[config.mk]
export PLATFORM = sky130hd
export DESIGN_NAME = dds_sweep_ctrl
export DESIGN_NICKNAME = d
export VERILOG_FILES = /design/src/rtl/dds_sweep_pkg.sv /design/src/rtl/dds_sweep_step.sv /design/src/rtl/dds_sweep_ctrl.sv
export SDC_FILE = /design/constraint.sdc
export NUM_CORES = 1
export LEC_CHECK = 0
export CAP_MARGIN = 20
export CORE_MARGIN = 5
export CORE_UTILIZATION = 44
export CTS_CLUSTER_SIZE = 28
export DETAILED_ROUTE_END_ITERATION = 12
export PLACE_DENSITY_LB_ADDON = 0.05
export SETUP_SLACK_MARGIN = 0.5
export SLEW_MARGIN = 5
export SYNTH_ARGS = -nofsm -noshare
export SYNTH_HDL_FRONTEND = slang
export SYNTH_HIERARCHICAL = 1
export SYNTH_SLANG_ARGS = --single-unit
[constraint.sdc]
create_clock -name sys_clk -period 5.07 [get_ports sys_clk]
set_input_delay 1.014 -clock sys_clk [delete_from_list [all_inputs] [get_ports sys_clk]]
set_output_delay 1.014 -clock sys_clk [all_outputs]
set_load 0.02 [all_outputs]
[src/rtl/dds_sweep_pkg.sv]
// rtl/dds_sweep_pkg.sv - shared encodings and defaults for the DDS sweep controller
// Contents: command opcodes, FSM state encoding, one-hot waveform constants,
// reset default values and a one-hot check helper.
package dds_sweep_pkg;

    typedef enum logic [2:0] {
        OP_SET_FREQ  = 3'd0,
        OP_SET_PHASE = 3'd1,
        OP_SET_WAVE  = 3'd2,
        OP_SET_STOP  = 3'd3,
        OP_SET_STEP  = 3'd4,
        OP_SET_DWELL = 3'd5,
        OP_START     = 3'd6,
        OP_ABORT     = 3'd7
    } op_e;

    typedef enum logic [1:0] {
        ST_IDLE  = 2'd0,
        ST_APPLY = 2'd1,
        ST_SWEEP = 2'd2
    } state_e;

    localparam logic [3:0]  WAVE_SINE     = 4'b0001;
    localparam logic [3:0]  WAVE_SQUARE   = 4'b0010;
    localparam logic [3:0]  WAVE_TRIANGLE = 4'b0100;
    localparam logic [3:0]  WAVE_SAW      = 4'b1000;

    localparam logic [31:0] DEF_FREQ  = 32'd42949;
    localparam logic [11:0] DEF_PHASE = 12'd1024;
    localparam logic [3:0]  DEF_WAVE  = WAVE_SINE;
    localparam logic [31:0] DEF_STOP  = 32'hFFFF_FFFF;
    localparam logic [31:0] DEF_STEP  = 32'd0;
    localparam logic [31:0] DEF_DWELL = 32'd0;

    // Exactly one bit set: non-zero and clearing the lowest set bit leaves zero.
    function automatic logic is_onehot4(input logic [3:0] w);
        return (w != 4'd0) && ((w & (w - 4'd1)) == 4'd0);
    endfunction

endpackage

[src/rtl/dds_sweep_step.sv]
// rtl/dds_sweep_step.sv - dwell counter and saturating frequency step for a sweep
// Ports:
//   clk_i, rst_ni   clock, asynchronous active-low reset
//   run_i           sweep in progress; counter runs only while high
//   clr_i           restart the dwell count (sweep start or abort)
//   dwell_i         cycles per frequency point (0 treated as 1)
//   freq_i          current live frequency word
//   step_i, stop_i  sweep increment and end point
//   adv_o           advance the frequency on this edge
//   next_o          saturated next frequency (min(freq+step, stop))
//   hit_o           freq+step reached or passed stop
module dds_sweep_step (
    input  logic        clk_i,
    input  logic        rst_ni,
    input  logic        run_i,
    input  logic        clr_i,
    input  logic [31:0] dwell_i,
    input  logic [31:0] freq_i,
    input  logic [31:0] step_i,
    input  logic [31:0] stop_i,
    output logic        adv_o,
    output logic [31:0] next_o,
    output logic        hit_o
);

    logic [31:0] cnt_q, cnt_d;
    logic [31:0] last_cnt;
    logic [32:0] sum;

    always_comb begin
        last_cnt = (dwell_i == 32'd0) ? 32'd0 : dwell_i - 32'd1;
        adv_o    = run_i && (cnt_q == last_cnt);

        cnt_d = cnt_q;
        if (clr_i) begin
            cnt_d = 32'd0;
        end else if (run_i) begin
            cnt_d = adv_o ? 32'd0 : cnt_q + 32'd1;
        end

        // One extra bit so a sum past 2^32-1 still compares as >= stop.
        sum    = {1'b0, freq_i} + {1'b0, step_i};
        hit_o  = sum >= {1'b0, stop_i};
        next_o = hit_o ? stop_i : sum[31:0];
    end

    always_ff @(posedge clk_i or negedge rst_ni) begin
        if (!rst_ni) begin
            cnt_q <= 32'd0;
        end else begin
            cnt_q <= cnt_d;
        end
    end

endmodule

[src/rtl/dds_sweep_ctrl.sv]
// rtl/dds_sweep_ctrl.sv - command-driven frequency/phase/wave control with linear sweep
// Ports:
//   sys_clk, sys_rst_n       clock, asynchronous active-low reset
//   cmd_valid/cmd_ready      command handshake
//   cmd_op, cmd_data         opcode and operand
//   freq_ctrl, phase_ctrl,   live words driven straight into the DDS core
//   wave_select
//   cfg_update               pulse whenever the live words were rewritten
//   busy                     sweep running (stays high through the sweep_done cycle)
//   sweep_done               pulse when a non-looping sweep lands on stop
//   cmd_err                  pulse on a rejected command
module dds_sweep_ctrl
    import dds_sweep_pkg::*;
#(
    parameter logic [31:0] DEFAULT_FREQ  = DEF_FREQ,
    parameter logic [11:0] DEFAULT_PHASE = DEF_PHASE,
    parameter logic [3:0]  DEFAULT_WAVE  = DEF_WAVE
) (
    input  logic        sys_clk,
    input  logic        sys_rst_n,
    input  logic        cmd_valid,
    output logic        cmd_ready,
    input  logic [2:0]  cmd_op,
    input  logic [31:0] cmd_data,
    output logic [31:0] freq_ctrl,
    output logic [11:0] phase_ctrl,
    output logic [3:0]  wave_select,
    output logic        cfg_update,
    output logic        busy,
    output logic        sweep_done,
    output logic        cmd_err
);

    state_e      state_q, state_d;
    op_e         op;
    logic        rdy_q;
    logic [31:0] sh_freq_q,  sh_freq_d;
    logic [11:0] sh_phase_q, sh_phase_d;
    logic [3:0]  sh_wave_q,  sh_wave_d;
    logic [31:0] sh_stop_q,  sh_stop_d;
    logic [31:0] sh_step_q,  sh_step_d;
    logic [31:0] sh_dwell_q, sh_dwell_d;
    logic [31:0] freq_q,  freq_d;
    logic [11:0] phase_q, phase_d;
    logic [3:0]  wave_q,  wave_d;
    logic        loop_q,  loop_d;
    logic        cfg_q,   cfg_d;
    logic        done_q,  done_d;
    logic        err_q,   err_d;
    logic        busy_q,  busy_d;
    logic        accept;
    logic        step_clr;
    logic        step_adv;
    logic        step_hit;
    logic [31:0] step_next;

    assign op = op_e'(cmd_op);

    // rdy_q keeps ready low during reset and for the release cycle. During a
    // sweep only ABORT is taken; other commands wait on the bus until IDLE.
    assign cmd_ready = rdy_q && ((state_q == ST_IDLE) ||
                                 ((state_q == ST_SWEEP) && (op == OP_ABORT)));
    assign accept    = cmd_valid && cmd_ready;

    assign freq_ctrl   = freq_q;
    assign phase_ctrl  = phase_q;
    assign wave_select = wave_q;
    assign cfg_update  = cfg_q;
    assign busy        = busy_q;
    assign sweep_done  = done_q;
    assign cmd_err     = err_q;

    dds_sweep_step u_step (
        .clk_i   (sys_clk),
        .rst_ni  (sys_rst_n),
        .run_i   (state_q == ST_SWEEP),
        .clr_i   (step_clr),
        .dwell_i (sh_dwell_q),
        .freq_i  (freq_q),
        .step_i  (sh_step_q),
        .stop_i  (sh_stop_q),
        .adv_o   (step_adv),
        .next_o  (step_next),
        .hit_o   (step_hit)
    );

    always_comb begin
        state_d    = state_q;
        sh_freq_d  = sh_freq_q;
        sh_phase_d = sh_phase_q;
        sh_wave_d  = sh_wave_q;
        sh_stop_d  = sh_stop_q;
        sh_step_d  = sh_step_q;
        sh_dwell_d = sh_dwell_q;
        freq_d     = freq_q;
        phase_d    = phase_q;
        wave_d     = wave_q;
        loop_d     = loop_q;
        cfg_d      = 1'b0;
        done_d     = 1'b0;
        err_d      = 1'b0;
        step_clr   = 1'b0;

        case (state_q)
            ST_IDLE: begin
                if (accept) begin
                    case (op)
                        OP_SET_FREQ: begin
                            sh_freq_d = cmd_data;
                            state_d   = ST_APPLY;
                        end
                        OP_SET_PHASE: begin
                            sh_phase_d = cmd_data[11:0];
                            state_d    = ST_APPLY;
                        end
                        OP_SET_WAVE: begin
                            if (is_onehot4(cmd_data[3:0])) begin
                                sh_wave_d = cmd_data[3:0];
                                state_d   = ST_APPLY;
                            end else begin
                                err_d = 1'b1;
                            end
                        end
                        OP_SET_STOP: begin
                            sh_stop_d = cmd_data;
                            state_d   = ST_APPLY;
                        end
                        OP_SET_STEP: begin
                            sh_step_d = cmd_data;
                            state_d   = ST_APPLY;
                        end
                        OP_SET_DWELL: begin
                            sh_dwell_d = cmd_data;
                            state_d    = ST_APPLY;
                        end
                        OP_START: begin
                            // A sweep must move upward by a non-zero step.
                            if ((sh_step_q == 32'd0) || (sh_stop_q <= sh_freq_q)) begin
                                err_d = 1'b1;
                            end else begin
                                freq_d   = sh_freq_q;
                                loop_d   = cmd_data[0];
                                cfg_d    = 1'b1;
                                step_clr = 1'b1;
                                state_d  = ST_SWEEP;
                            end
                        end
                        default: ;
                    endcase
                end
            end
            ST_APPLY: begin
                freq_d  = sh_freq_q;
                phase_d = sh_phase_q;
                wave_d  = sh_wave_q;
                cfg_d   = 1'b1;
                state_d = ST_IDLE;
            end
            ST_SWEEP: begin
                // Abort takes priority over an advance landing on the same edge.
                if (accept) begin
                    freq_d   = sh_freq_q;
                    cfg_d    = 1'b1;
                    step_clr = 1'b1;
                    state_d  = ST_IDLE;
                end else if (step_adv) begin
                    cfg_d = 1'b1;
                    // The sweep only sits exactly on stop after saturating, so
                    // in loop mode that is the cue to restart from the start word.
                    if (loop_q && (freq_q == sh_stop_q)) begin
                        freq_d = sh_freq_q;
                    end else begin
                        freq_d = step_next;
                        if (step_hit && !loop_q) begin
                            done_d  = 1'b1;
                            state_d = ST_IDLE;
                        end
                    end
                end
            end
            default: state_d = ST_IDLE;
        endcase

        // busy lingers through the sweep_done cycle and drops on the next edge.
        busy_d = (state_d == ST_SWEEP) || done_d;
    end

    always_ff @(posedge sys_clk or negedge sys_rst_n) begin
        if (!sys_rst_n) begin
            state_q    <= ST_IDLE;
            rdy_q      <= 1'b0;
            sh_freq_q  <= DEFAULT_FREQ;
            sh_phase_q <= DEFAULT_PHASE;
            sh_wave_q  <= DEFAULT_WAVE;
            sh_stop_q  <= DEF_STOP;
            sh_step_q  <= DEF_STEP;
            sh_dwell_q <= DEF_DWELL;
            freq_q     <= DEFAULT_FREQ;
            phase_q    <= DEFAULT_PHASE;
            wave_q     <= DEFAULT_WAVE;
            loop_q     <= 1'b0;
            cfg_q      <= 1'b0;
            done_q     <= 1'b0;
            err_q      <= 1'b0;
            busy_q     <= 1'b0;
        end else begin
            state_q    <= state_d;
            rdy_q      <= 1'b1;
            sh_freq_q  <= sh_freq_d;
            sh_phase_q <= sh_phase_d;
            sh_wave_q  <= sh_wave_d;
            sh_stop_q  <= sh_stop_d;
            sh_step_q  <= sh_step_d;
            sh_dwell_q <= sh_dwell_d;
            freq_q     <= freq_d;
            phase_q    <= phase_d;
            wave_q     <= wave_d;
            loop_q     <= loop_d;
            cfg_q      <= cfg_d;
            done_q     <= done_d;
            err_q      <= err_d;
            busy_q     <= busy_d;
        end
    end

endmodule

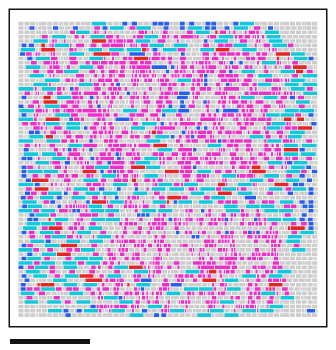
Run 1: cell classes on the final placement
Scale bar: 50 µm. Fill, decap, tap and diode cells in gray.
Magenta stands for combinational and other logic, cells 1257. Cyan stands for flops, cells 232. Red stands for clock drivers and dummy loads, cells 52. Blue stands for other buffers and delay cells, cells 167.

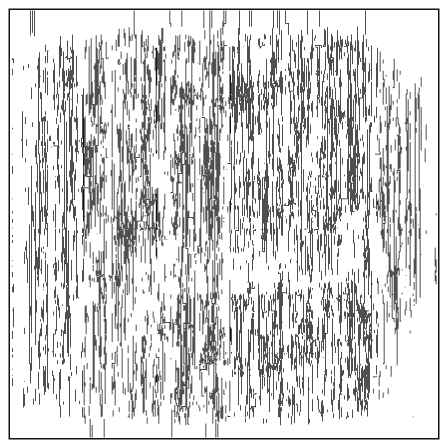
Run 1: signal wires on met2
1552 nets have wire on it. The longest straight run is 111 µm. The layer holds 43% of the routed length. The layer carries 20.8 mm of wire. The wires run mostly vertical.

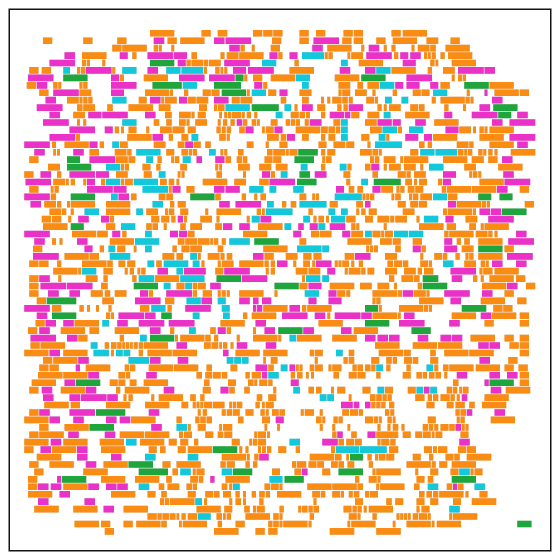
Run 1: cells by drive strength
Cyan stands for _3 and _4 cells, cells 140. Green stands for _6 and larger, cells 54. Orange stands for _0 and _1 cells, cells 1221. Magenta stands for _2 cells, cells 293.

==> out/results.ini, run 1 <==
[layout]
clock_area_frac=0.0530
logic_gate_count=1169
layout.clock_buffers=38
final-instance-count-excl-fill=2163
sh_seq_area=0.310
post_route_cells_drive_above_1_share=0.285
multiInputGateArea_um2=9510
buffers_excl_clock=167
comb_area_share=0.502
count_of_fill_cells_added_during_filler_insertion=3121

[yosys]
post_synth.cell_area_avg_um2=9.98
postSynthRegisterBits=232
syn_area_um2=15500
top_cell_area_share=0.288

[sta]
fin_hold_ws_ns=0.483
finalMaxSlewViolations=0
rsz0062_at_grt=yes
final-setup-viol-count=0
slew_headroom=0.291

[status]
status=finished clean

[routing]
via_count=12600
drt-met1-wl_um=24300

[pwr]
power_per_cell_area_nw_per_um2=558

[placement]
gpl.final_weighted_congestion=0.886

[floorplanning]
core_area_um2=34600
io_pins=91

[clock_tree]
cts_root_buffer=sky130_fd_sc_hd__clkbuf_16
clock_insertion_delay_worst_skew_ns=0.57

[global_routing]
grt_use_met1=0.380

[worst_setup_path]
critPathCaptureType=register

[run 1: critical path, stage by stage, from the launching register on]
cell	delay, ns
sky130_fd_sc_hd__dfrtp_2	0.41
sky130_fd_sc_hd__ha_1	0.33
sky130_fd_sc_hd__a211o_1	0.31
sky130_fd_sc_hd__a21oi_2	0.19
sky130_fd_sc_hd__o21ai_2	0.09
sky130_fd_sc_hd__a21oi_2	0.20
sky130_fd_sc_hd__o21ai_2	0.13
sky130_fd_sc_hd__a21o_1	0.19
sky130_fd_sc_hd__a21o_1	0.20
sky130_fd_sc_hd__mux2i_1	0.20
sky130_fd_sc_hd__o2111ai_2	0.15
sky130_fd_sc_hd__ha_2	0.23
sky130_fd_sc_hd__a2111oi_4	0.28
sky130_fd_sc_hd__o21ai_1	0.10
sky130_fd_sc_hd__a31o_2	0.22
sky130_fd_sc_hd__a21oi_2	0.14
sky130_fd_sc_hd__nor2_1	0.06
sky130_fd_sc_hd__nor2_1	0.08
sky130_fd_sc_hd__o21a_1	0.15
sky130_fd_sc_hd__o41ai_4	0.09
sky130_fd_sc_hd__nor2_4	0.15
sky130_fd_sc_hd__buf_6	0.15
sky130_fd_sc_hd__buf_12	0.14
sky130_fd_sc_hd__mux2_4	0.31
sky130_fd_sc_hd__mux2i_2	0.18
sky130_fd_sc_hd__o21ai_2	0.08
[run 1: cells in the mapped netlist (40+ instances only)]
cell type                 number
sky130_fd_sc_hd__mux2_2      160
sky130_fd_sc_hd__dfstp_2      54
sky130_fd_sc_hd__inv_1        87
sky130_fd_sc_hd__ha_1         98
sky130_fd_sc_hd__o21ai_0      75
sky130_fd_sc_hd__nand2_1      86
sky130_fd_sc_hd__nor2_1       87
sky130_fd_sc_hd__dfrtp_1     178
sky130_fd_sc_hd__xor2_1       70
sky130_fd_sc_hd__mux2i_1      40
sky130_fd_sc_hd__a21oi_1      66
sky130_fd_sc_hd__xnor2_1      46
sky130_fd_sc_hd__nand3_1      68
sky130_fd_sc_hd__nand4_1      41
[run 1: logic make-up (layout without fill, tap and decap cells)]
logic type                 after synthesis  count (layout)  synth area share
and+or+nand+nor                        474             476             0.166
AOI/OAI and AO/OA                      276             276             0.120
DFF                                    232             232             0.379
muxes                                  200             200             0.142
buffers and inverters                  152             307            0.0444
xor gates and xnor gates               117             117            0.0671
adders and majority gates               99              99            0.0805
other                                    1               1          0.000242
[run 1: power breakdown]
group	internal [mW]	switching, mW	leakage, nW
logic	2.78	2.70	4.85
clock network	1.32	0.838	0.495
registers	2.36	0.558	2.81
[run 1: final timing paths]
| path | startpoint | end | slack (ns) | cells past startpoint |
|---|---|---|---|---|
| min in group sys_clk | sh_phase_q[1] | phase_ctrl[1] | 0.50 | 1 |
| min | sys_rst_n | u_step/cnt_q[23] | 0.48 | 1 |
| max | freq_ctrl[1] | freq_ctrl[4] | 0.18 | 25 |
| min reg2reg | sh_phase_q[1] | phase_ctrl[1] | 0.50 | 1 |
| max in group asynchronous | sys_rst_n | sh_freq_q[1] | 3.34 | 2 |
| max reg2reg | freq_ctrl[1] | freq_ctrl[4] | 0.18 | 25 |
==> inputs of run 2 (changes only) <==
- CORE_UTILIZATION: 44 -> 55
- GPL_TIMING_DRIVEN: unset -> 0
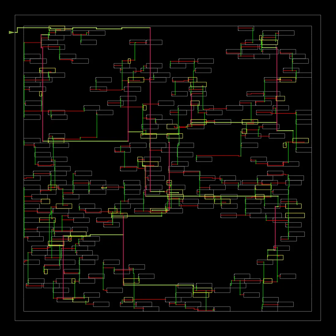
Run 2: clock routing
clk pwr: 2.07 mW
clock sink count: 232
number of CTS-inserted buffers: 28

==> out/results.ini, run 2 <==
[status]
status=finished, violations left
failed_checks=negative setup slack

[pwr]
power_per_cell_area_nw_per_um2=547  ; -1.9%
ir_worst_vdd_mv=0.388

[floorplanning]
floorplan.rows=61
io_pins=91  ; unchanged
die_x_um=178
core_area_um2=27800  ; -20%
die_h_um=178

[yosys]
postSynthRegisterBits=232  ; unchanged
post_synth.cell_area_avg_um2=9.98  ; unchanged
synth_top_cell_by_area=sky130_fd_sc_hd__dfrtp_1
synth_top_cell_by_count=sky130_fd_sc_hd__dfrtp_1
netlist_instances=1551
area_leaders=sky130_fd_sc_hd__dfrtp_1 (29%), sky130_fd_sc_hd__mux2_2 (12%), sky130_fd_sc_hd__dfstp_2 (9.2%), sky130_fd_sc_hd__ha_1 (7.9%), sky130_fd_sc_hd__xor2_1 (4.0%)
syn_area_um2=15500  ; unchanged
common_cells=sky130_fd_sc_hd__dfrtp_1 (178), sky130_fd_sc_hd__mux2_2 (160), sky130_fd_sc_hd__ha_1 (98)
top_cell_area_share=0.288  ; unchanged

[routing]
via_count=12800  ; +2.1%
top_layer=met5
drt-met1-wl_um=21800  ; -10%

[worst_setup_path]
worstSetupStartpointType=register
list_of_cells_traversed_by_the_critical_path=ha_4, and3_4, a221oi_2, o21ai_2, a21oi_2, o21ai_4, o31a_1, a211o_1, a311o_1, xor2_2, ha_4, nand3_4, nor4_4, a2bb2oi_4, o41ai_4, nor2_4, buf_12, clkbuf_16, mux2_4, mux2i_2, o21ai_2
max_stage_delay_ns=0.56  ; +0.15 ns
critical_path_buffers_and_inverters=2  ; unchanged
timing.rr.start=freq_ctrl[6]
critPathCaptureType=register
critPathSlowestCell=sky130_fd_sc_hd__dfstp_2
crit_start=freq_ctrl[6]
critical_path_arrival_ns=5.64
critPathTopFamily=AND-OR/OR-AND gates

[clock_tree]
ctsHoldBuffers=0
cts_root_buffer=sky130_fd_sc_hd__clkbuf_16
clock_insertion_delay_worst_skew_ns=0.55  ; -0.02 ns
tritoncts=built
htreeDepth=1

[sta]
final-setup-viol-count=32  ; +32
tns_ns=-3.26
post-route-period-util=1.03
rsz0062_at_grt=yes
slew_headroom=0.300  ; +0.00874
fin_ws_ns=-0.131
finalMaxSlewViolations=0  ; unchanged

[placement]
gpl.final_weighted_congestion=0.941  ; +6.2%

[layout]
fin_nets=1836
inserted_diodes=0
post_route_cells_drive_above_1_share=0.277  ; -0.00796
mostFrequentLayoutCells=sky130_fd_sc_hd__dfrtp_1 (176), sky130_fd_sc_hd__mux2_2 (130), sky130_fd_sc_hd__ha_1 (88), sky130_fd_sc_hd__inv_1 (86), sky130_fd_sc_hd__clkdlybuf4s50_1 (85)
mostFrequentLayoutCell=sky130_fd_sc_hd__dfrtp_1

-- run 2: cell counts after synthesis --
No cell type changed its count.
-- run 2: report_power, final --
| part | switching (mW) | internal (mW) | total (mW) |
|---|---|---|---|
| sequential | 0.523 | 2.36 | 2.89 |
| clock | 0.811 | 1.26 | 2.07 |
| combinational | 2.70 | 2.65 | 5.35 |
| total | 4.04 | 6.27 | 10.3 |
-- run 2: layout make-up --
cell class,count,area [µm²]
plain buffers,64,428
clock buffers,42,853
clock inverters,10,119
fillers,2183,8940
inverters,88,330
multi-input cells,1167,9580
flip-flops and latches,232,5880
well taps,378,473
repair buffers,118,1180
-- run 2: metrics by stage --
step                power, mW  instance area (µm²)  instances  hold WS [ns]
finish                   10.3                18800       2099         0.400
global route             10.9                18800       2099         0.427
CTS                      10.1                18600       2093         0.414
detailed placement       7.35                17100       2017         0.488
global placement         7.26                17000       2015         0.485
floorplan                6.05                15700       1551         0.448
-- run 2: path summary, 6_finish.rpt --
check                                    to  cells past startpoint  slack (ns)
setup / recovery              freq_ctrl[17]                     21       -0.13
hold / removal             u_step/cnt_q[25]                      1        0.40
setup reg to reg              freq_ctrl[17]                     21       -0.13
hold reg to reg              wave_select[2]                      1        0.50
max in group asynchronous     freq_ctrl[10]                      3        3.41
min in group sys_clk         wave_select[2]                      1        0.50
-- run 2: repair_timing --
item,4_1_cts,5_1_grt
endpoints found under the setup margin,35,35
pin swaps,25,27
resized,44,58
gates cloned,3,0
setup buffers,21,6
-- run 2: cell families after synthesis --
| family | after synthesis | synth area share |
|---|---|---|
| and+or+nand+nor | 474 | 0.166 |
| AOI/OAI and AO/OA | 276 | 0.120 |
| DFF | 232 | 0.379 |
| other | 1 | 0.000242 |
| xor gates and xnor gates | 117 | 0.0671 |
| buffers and inverters | 152 | 0.0444 |
| adders and majority gates | 99 | 0.0805 |
| muxes | 200 | 0.142 |
-- run 2: layer usage --
metal,global-route usage,vias up
met1,0.442,6360
met2,0.442,463
li1,-,5925
met3,0.0428,66
met5,0,-
met4,0.0683,2
Power is estimated from default activity; no workload was simulated.
